sizes.png
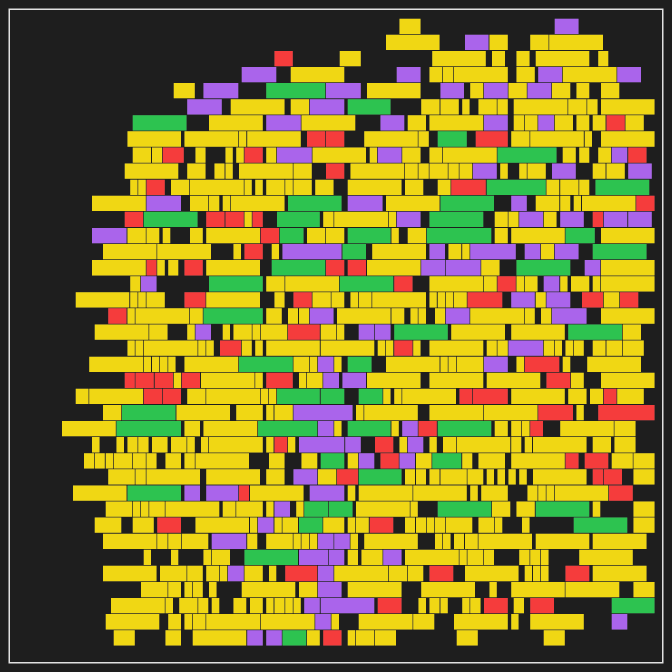
clk_routes.png
Scale bar: 20 um.
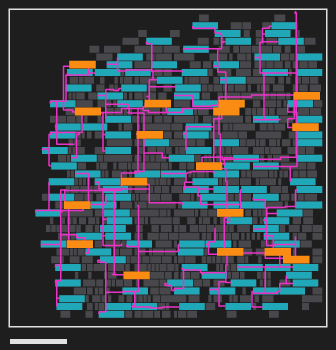
metal_density.png
The die is cut into 22 by 22 equal tiles; dark blue is low, red is high, scaled to the fullest tile. Values are wire area over tile area, all layers added.
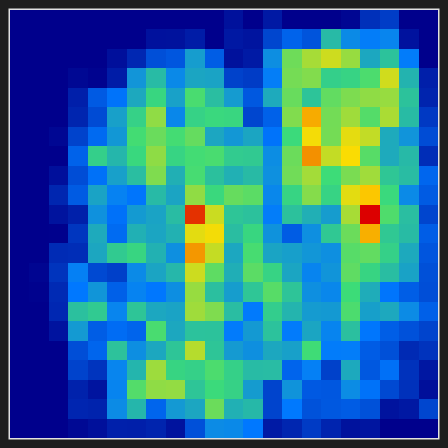
placement.png
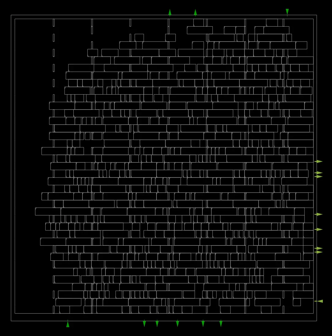
**config.mk**
```make
export PLATFORM = sky130hd
export DESIGN_NAME = eth_rx
export DESIGN_NICKNAME = d
export VERILOG_FILES = /design/src/rtl/eth_pkg.sv /design/src/rtl/eth_manchester_dec.sv /design/src/rtl/eth_rx.sv
export SDC_FILE = /design/constraint.sdc
export NUM_CORES = 1
export LEC_CHECK = 0
export ABC_AREA = 0
export CORE_UTILIZATION = 50
export DETAILED_ROUTE_END_ITERATION = 6
export MAX_ROUTING_LAYER = met4
export PLACE_DENSITY = 0.77
export SETUP_SLACK_MARGIN = 0.5
export SLEW_MARGIN = 20
export SYNTH_ARGS = -nofsm -noshare
export SYNTH_HDL_FRONTEND = slang
export SYNTH_SLANG_ARGS = --single-unit
```
**constraint.sdc**
```tcl
create_clock -name clk -period 2.5 [get_ports clk]
set_clock_uncertainty 0.15 [all_clocks]
set_input_delay 0.375 -clock clk [delete_from_list [all_inputs] [get_ports clk]]
set_output_delay 0.375 -clock clk [all_outputs]
set_load 0.01 [all_outputs]
```
**src/rtl/eth_pkg.sv**
```systemverilog
// Shared constants, state encoding and CRC step for the 10BASE-T receiver.
// Imported by the Manchester decoder and the framing top.
package eth_pkg;

    localparam logic [31:0] CRC_INIT    = 32'hFFFF_FFFF;
    localparam logic [31:0] CRC_POLY    = 32'h04C1_1DB7;
    localparam logic [31:0] CRC_RESIDUE = 32'hC704_DD7B;
    localparam logic [7:0]  SFD         = 8'hD5;
    localparam logic [7:0]  PREAMBLE    = 8'h55;

    typedef enum logic {
        ST_HUNT = 1'b0,
        ST_DATA = 1'b1
    } rx_state_t;

    function automatic logic [31:0] crc_step(
        input logic [31:0] c,
        input logic        b
    );
        return (c << 1) ^ ({32{b ^ c[31]}} & CRC_POLY);
    endfunction

endpackage

```
**src/rtl/eth_manchester_dec.sv**
```systemverilog
// Manchester line decoder: synchronizer, mid-bit edge timing,
// bit strobes and carrier-loss detection.
module eth_manchester_dec #(
    parameter int SPB = 8
) (
    input  logic clk,
    input  logic rst_n,
    input  logic rx,
    input  logic hunt,
    output logic lvl,
    output logic edge_seen,
    output logic bit_stb,
    output logic bit_val,
    output logic loss
);

    localparam int MID  = 3 * SPB / 4;
    localparam int LOSS = 3 * SPB / 2;
    localparam int CW   = $clog2(LOSS + 1);
    localparam logic [CW-1:0] MID_C  = CW'(MID);
    localparam logic [CW-1:0] LOSS_C = CW'(LOSS);

    logic          s1;
    logic          s2;
    logic          s3;
    logic          active;
    logic [CW-1:0] cnt;
    logic          mid;

    assign lvl       = s2;
    assign edge_seen = s2 ^ s3;
    // With no carrier being tracked, the first edge anchors bit timing.
    assign mid = edge_seen && ((hunt && !active) || (cnt >= MID_C));

    // Synchronize, time edges since last mid-bit, emit bits and loss.
    always_ff @(posedge clk or negedge rst_n) begin
        if (!rst_n) begin
            s1      <= 1'b0;
            s2      <= 1'b0;
            s3      <= 1'b0;
            active  <= 1'b0;
            cnt     <= '0;
            bit_stb <= 1'b0;
            bit_val <= 1'b0;
            loss    <= 1'b0;
        end else begin
            s1      <= rx;
            s2      <= s1;
            s3      <= s2;
            bit_stb <= 1'b0;
            loss    <= 1'b0;
            if (mid) begin
                bit_stb <= 1'b1;
                bit_val <= s2;
                cnt     <= CW'(1);
                active  <= 1'b1;
            end else begin
                if (cnt != LOSS_C) begin
                    cnt <= cnt + 1'b1;
                end
                if (active && cnt == LOSS_C) begin
                    loss   <= 1'b1;
                    active <= 1'b0;
                end
            end
        end
    end

endmodule

```
**src/rtl/eth_rx.sv**
```systemverilog
// 10BASE-T receive path: preamble/SFD hunt, byte assembly, CRC check,
// normal-link-pulse detection and link integrity timer.
module eth_rx
    import eth_pkg::*;
#(
    parameter int SPB          = 8,
    parameter int PRE_MIN      = 16,
    parameter int LINK_TIMEOUT = 4000000
) (
    input  logic       clk,
    input  logic       rst_n,
    input  logic       rx,
    output logic [7:0] rx_data,
    output logic       rx_valid,
    output logic       rx_sof,
    output logic       rx_eof,
    output logic       rx_crc_ok,
    output logic       rx_err,
    output logic       link_ok
);

    localparam int RW = $clog2(PRE_MIN + 1);
    localparam int HW = $clog2(SPB + 2);
    localparam int QW = $clog2(2 * SPB + 1);
    localparam logic [RW-1:0] PRE_C  = RW'(PRE_MIN);
    localparam logic [HW-1:0] HMAX   = HW'(SPB + 1);
    localparam logic [HW-1:0] HLIM   = HW'(SPB);
    localparam logic [QW-1:0] QLAST  = QW'(2 * SPB - 1);
    localparam logic [31:0]   LT_END = 32'(LINK_TIMEOUT - 1);
    localparam logic          SFD_TAIL = SFD[7];

    rx_state_t     state;
    logic          lvl;
    logic          edge_seen;
    logic          bit_stb;
    logic          bit_val;
    logic          loss;
    logic [RW-1:0] run;
    logic          last_bit;
    logic [7:0]    sh;
    logic [2:0]    bit_cnt;
    logic [2:0]    byte_cnt;
    logic          first;
    logic [31:0]   crc;
    logic [HW-1:0] hcnt;
    logic [QW-1:0] qcnt;
    logic          armed;
    logic          nlp_hit;
    logic          good_eof;
    logic [31:0]   lcnt;

    eth_manchester_dec #(
        .SPB(SPB)
    ) u_dec (
        .clk      (clk),
        .rst_n    (rst_n),
        .rx       (rx),
        .hunt     (state == ST_HUNT),
        .lvl      (lvl),
        .edge_seen(edge_seen),
        .bit_stb  (bit_stb),
        .bit_val  (bit_val),
        .loss     (loss)
    );

    assign nlp_hit = (state == ST_HUNT) && armed && !lvl
                     && !edge_seen && (qcnt == QLAST);
    assign good_eof = (state == ST_DATA) && loss
                      && (crc == CRC_RESIDUE);

    // Framing FSM: preamble hunt, byte assembly, CRC and end of frame.
    always_ff @(posedge clk or negedge rst_n) begin
        if (!rst_n) begin
            state     <= ST_HUNT;
            run       <= '0;
            last_bit  <= 1'b0;
            sh        <= '0;
            bit_cnt   <= '0;
            byte_cnt  <= '0;
            first     <= 1'b0;
            crc       <= '0;
            rx_data   <= '0;
            rx_valid  <= 1'b0;
            rx_sof    <= 1'b0;
            rx_eof    <= 1'b0;
            rx_crc_ok <= 1'b0;
            rx_err    <= 1'b0;
        end else begin
            rx_valid  <= 1'b0;
            rx_sof    <= 1'b0;
            rx_eof    <= 1'b0;
            rx_crc_ok <= 1'b0;
            rx_err    <= 1'b0;
            unique case (state)
                ST_HUNT: begin
                    if (nlp_hit || loss) begin
                        run <= '0;
                    end else if (bit_stb) begin
                        last_bit <= bit_val;
                        if (run == '0 || bit_val != last_bit) begin
                            if (run != PRE_C) begin
                                run <= run + 1'b1;
                            end
                        end else if (bit_val == SFD_TAIL
                                     && run >= PRE_C) begin
                            state    <= ST_DATA;
                            run      <= '0;
                            crc      <= CRC_INIT;
                            sh       <= '0;
                            bit_cnt  <= '0;
                            byte_cnt <= '0;
                            first    <= 1'b1;
                        end else begin
                            run <= RW'(1);
                        end
                    end
                end
                ST_DATA: begin
                    if (loss) begin
                        rx_eof    <= 1'b1;
                        rx_crc_ok <= (crc == CRC_RESIDUE);
                        rx_err    <= (byte_cnt < 3'd5)
                                     || (bit_cnt != 3'd0);
                        state     <= ST_HUNT;
                        run       <= '0;
                    end else if (bit_stb) begin
                        crc     <= crc_step(crc, bit_val);
                        sh      <= {bit_val, sh[7:1]};
                        bit_cnt <= bit_cnt + 1'b1;
                        if (bit_cnt == 3'd7) begin
                            rx_data  <= {bit_val, sh[7:1]};
                            rx_valid <= 1'b1;
                            rx_sof   <= first;
                            first    <= 1'b0;
                            if (byte_cnt != 3'd5) begin
                                byte_cnt <= byte_cnt + 1'b1;
                            end
                        end
                    end
                end
                default: state <= ST_HUNT;
            endcase
        end
    end

    // NLP detector: short high pulse in HUNT followed by a quiet line.
    always_ff @(posedge clk or negedge rst_n) begin
        if (!rst_n) begin
            hcnt  <= '0;
            qcnt  <= '0;
            armed <= 1'b0;
        end else if (state != ST_HUNT) begin
            hcnt  <= '0;
            qcnt  <= '0;
            armed <= 1'b0;
        end else if (edge_seen && lvl) begin
            hcnt  <= HW'(1);
            qcnt  <= '0;
            armed <= 1'b0;
        end else if (edge_seen) begin
            armed <= (hcnt != '0) && (hcnt <= HLIM);
            qcnt  <= QW'(1);
        end else if (lvl) begin
            if (hcnt != HMAX) begin
                hcnt <= hcnt + 1'b1;
            end
        end else if (armed) begin
            if (qcnt == QLAST) begin
                armed <= 1'b0;
            end else begin
                qcnt <= qcnt + 1'b1;
            end
        end
    end

    // Link integrity: refreshed by NLPs and good frames, then times out.
    always_ff @(posedge clk or negedge rst_n) begin
        if (!rst_n) begin
            link_ok <= 1'b0;
            lcnt    <= '0;
        end else if (nlp_hit || good_eof) begin
            link_ok <= 1'b1;
            lcnt    <= '0;
        end else if (link_ok) begin
            if (lcnt == LT_END) begin
                link_ok <= 1'b0;
            end else begin
                lcnt <= lcnt + 1'b1;
            end
        end
    end

endmodule

```
==> out/summary.json <==
{
  "run_status": {
    "run_status": "completed"
  },
  "pwr": {
    "p_leak_nw": 3.45,
    "p_comb_mw": 2.56,
    "power_frac_seq": 0.369,
    "power.switching_mw": 2.68,
    "power.share.switching": 0.342,
    "internal_power_mw": 5.16,
    "clockNetworkPower_mw": 2.39,
    "pg_seq_mw": 2.89
  },
  "final_timing": {
    "rsz0062_at_grt": "true",
    "tightestPinTransition_ns": 0.736,
    "final_hold_viol_count": 0,
    "fin_crit_ns": 2.41,
    "max_freq_mhz": 416
  },
  "logic_synthesis": {
    "top_cells_by_area": "sky130_fd_sc_hd__dfrtp_1, sky130_fd_sc_hd__nand2_1, sky130_fd_sc_hd__xor2_1",
    "synth_xor_xnor_area_share": 0.0673,
    "number_of_flops_mapped_to_enable_cells_by_yosys": 0,
    "seq_area_frac_synth": 0.513,
    "numSynthFlops": 120,
    "post-synth-top-count-cell": "sky130_fd_sc_hd__dfrtp_1",
    "ys_sh_aoi": 0.103,
    "synth_cell_types": 53,
    "mux_area_frac": 0.0227,
    "synth_largest_type_area_fraction": 0.513,
    "synth.cells.most_frequent": "sky130_fd_sc_hd__dfrtp_1, sky130_fd_sc_hd__nand2_1, sky130_fd_sc_hd__nor2_1",
    "syn_avg_cell_area_sq_um": 9.74
  },
  "cts": {
    "tritoncts_num_sinks": 120,
    "post-cts-setup-buffers": 15,
    "clk-insertion-delay-late_ns": 0.42,
    "cts-resized-gates": 58,
    "cts_tree": "done"
  },
  "critical_path": {
    "critical-path-slowest-cell": "sky130_fd_sc_hd__or4_4",
    "crit_path_max_incr_delay_ns": 0.55,
    "reg2reg_from": "qcnt[0]$_DFFE_PN0P_",
    "timing.critical_path.cells": "ha_2 > and3_4 > ha_4 > nand4b_1 > buf_4 > o21ai_4 > a31oi_4 > or4_4 > o211ai_1",
    "worstSetupEndpoint": "run[3]$_DFFE_PN0P_",
    "critical_path_cell_count": 9,
    "cp-end-kind": "flop"
  },
  "place": {
    "gpl.final_weighted_congestion": 0.823,
    "place_worst_setup_slack_ns": 0.146,
    "area_after_detailed_placement_sq_mm": 0.00636,
    "io_buffer_count": 16,
    "cell_count_after_placement": 751
  },
  "final_layout": {
    "design.final.nets": 688,
    "num-nonclk-inverters": 20,
    "fraction_of_area_in_non_clock_buffers": 0.110,
    "clkbuf_count": 23,
    "mi_logic_area_sq_mm": 0.00329,
    "top_regs": "crc: 32 flops, lcnt: 32 flops, rx_data: 8 flops",
    "share_of_layout_cells_above_drive_strength_1": 0.296,
    "fill_cells": 714,
    "layout_top_cell": "sky130_fd_sc_hd__dfrtp_1",
    "sequential_cell_area_sq_mm": 0.00300
  },
  "detailed_routing": {
    "detail_route.wirelength_um": 16100,
    "postRouteAntennaNets": 0,
    "num_vias": 4985,
    "routed-wl-met2_um": 8320
  },
  "worst_hold_path": {
    "timing.hold.worst.start": "u_dec.s1$_DFF_PN0_",
    "hold_class": "reg -> reg"
  },
  "global_routing": {
    "gr-usage-all-layers": 0.256,
    "grt.met1_usage": 0.314,
    "grt_pass1_vias": 4806,
    "grt.overflow.total": 0
  },
  "run": {
    "max_cap_viol_count": 0
  }
}
Notes on sizes.png above:
size	colour	cells
_2 cells	red	69
_3 and _4 cells	purple	84
_6 and larger	green	48
_0 and _1 cells	yellow	479
Signal buffers: 73
Synth-to-Final Area Change: 36.8%
minimum setup slack in the final design: 0.0945 ns

Notes on clk_routes.png above:
[clock wires] magenta | length: 1570 um
[clock drivers] orange | count: 17
[flip-flops] cyan | count: 120
routed clock nets	18
flops lie	all over the die

Notes on metal_density.png above:
emptiest ninth of the die	north-west
nearly empty tiles	18%
fullest tile	0.74

Notes on placement.png above:
layout sequential cell count: 120
final cell count without fillers: 823
sequential share of cell area: 0.375
num rows: 39
Core ar.: 0.0114 sq mm

Power figures rest on the tool's default switching activity, not on a simulated workload.
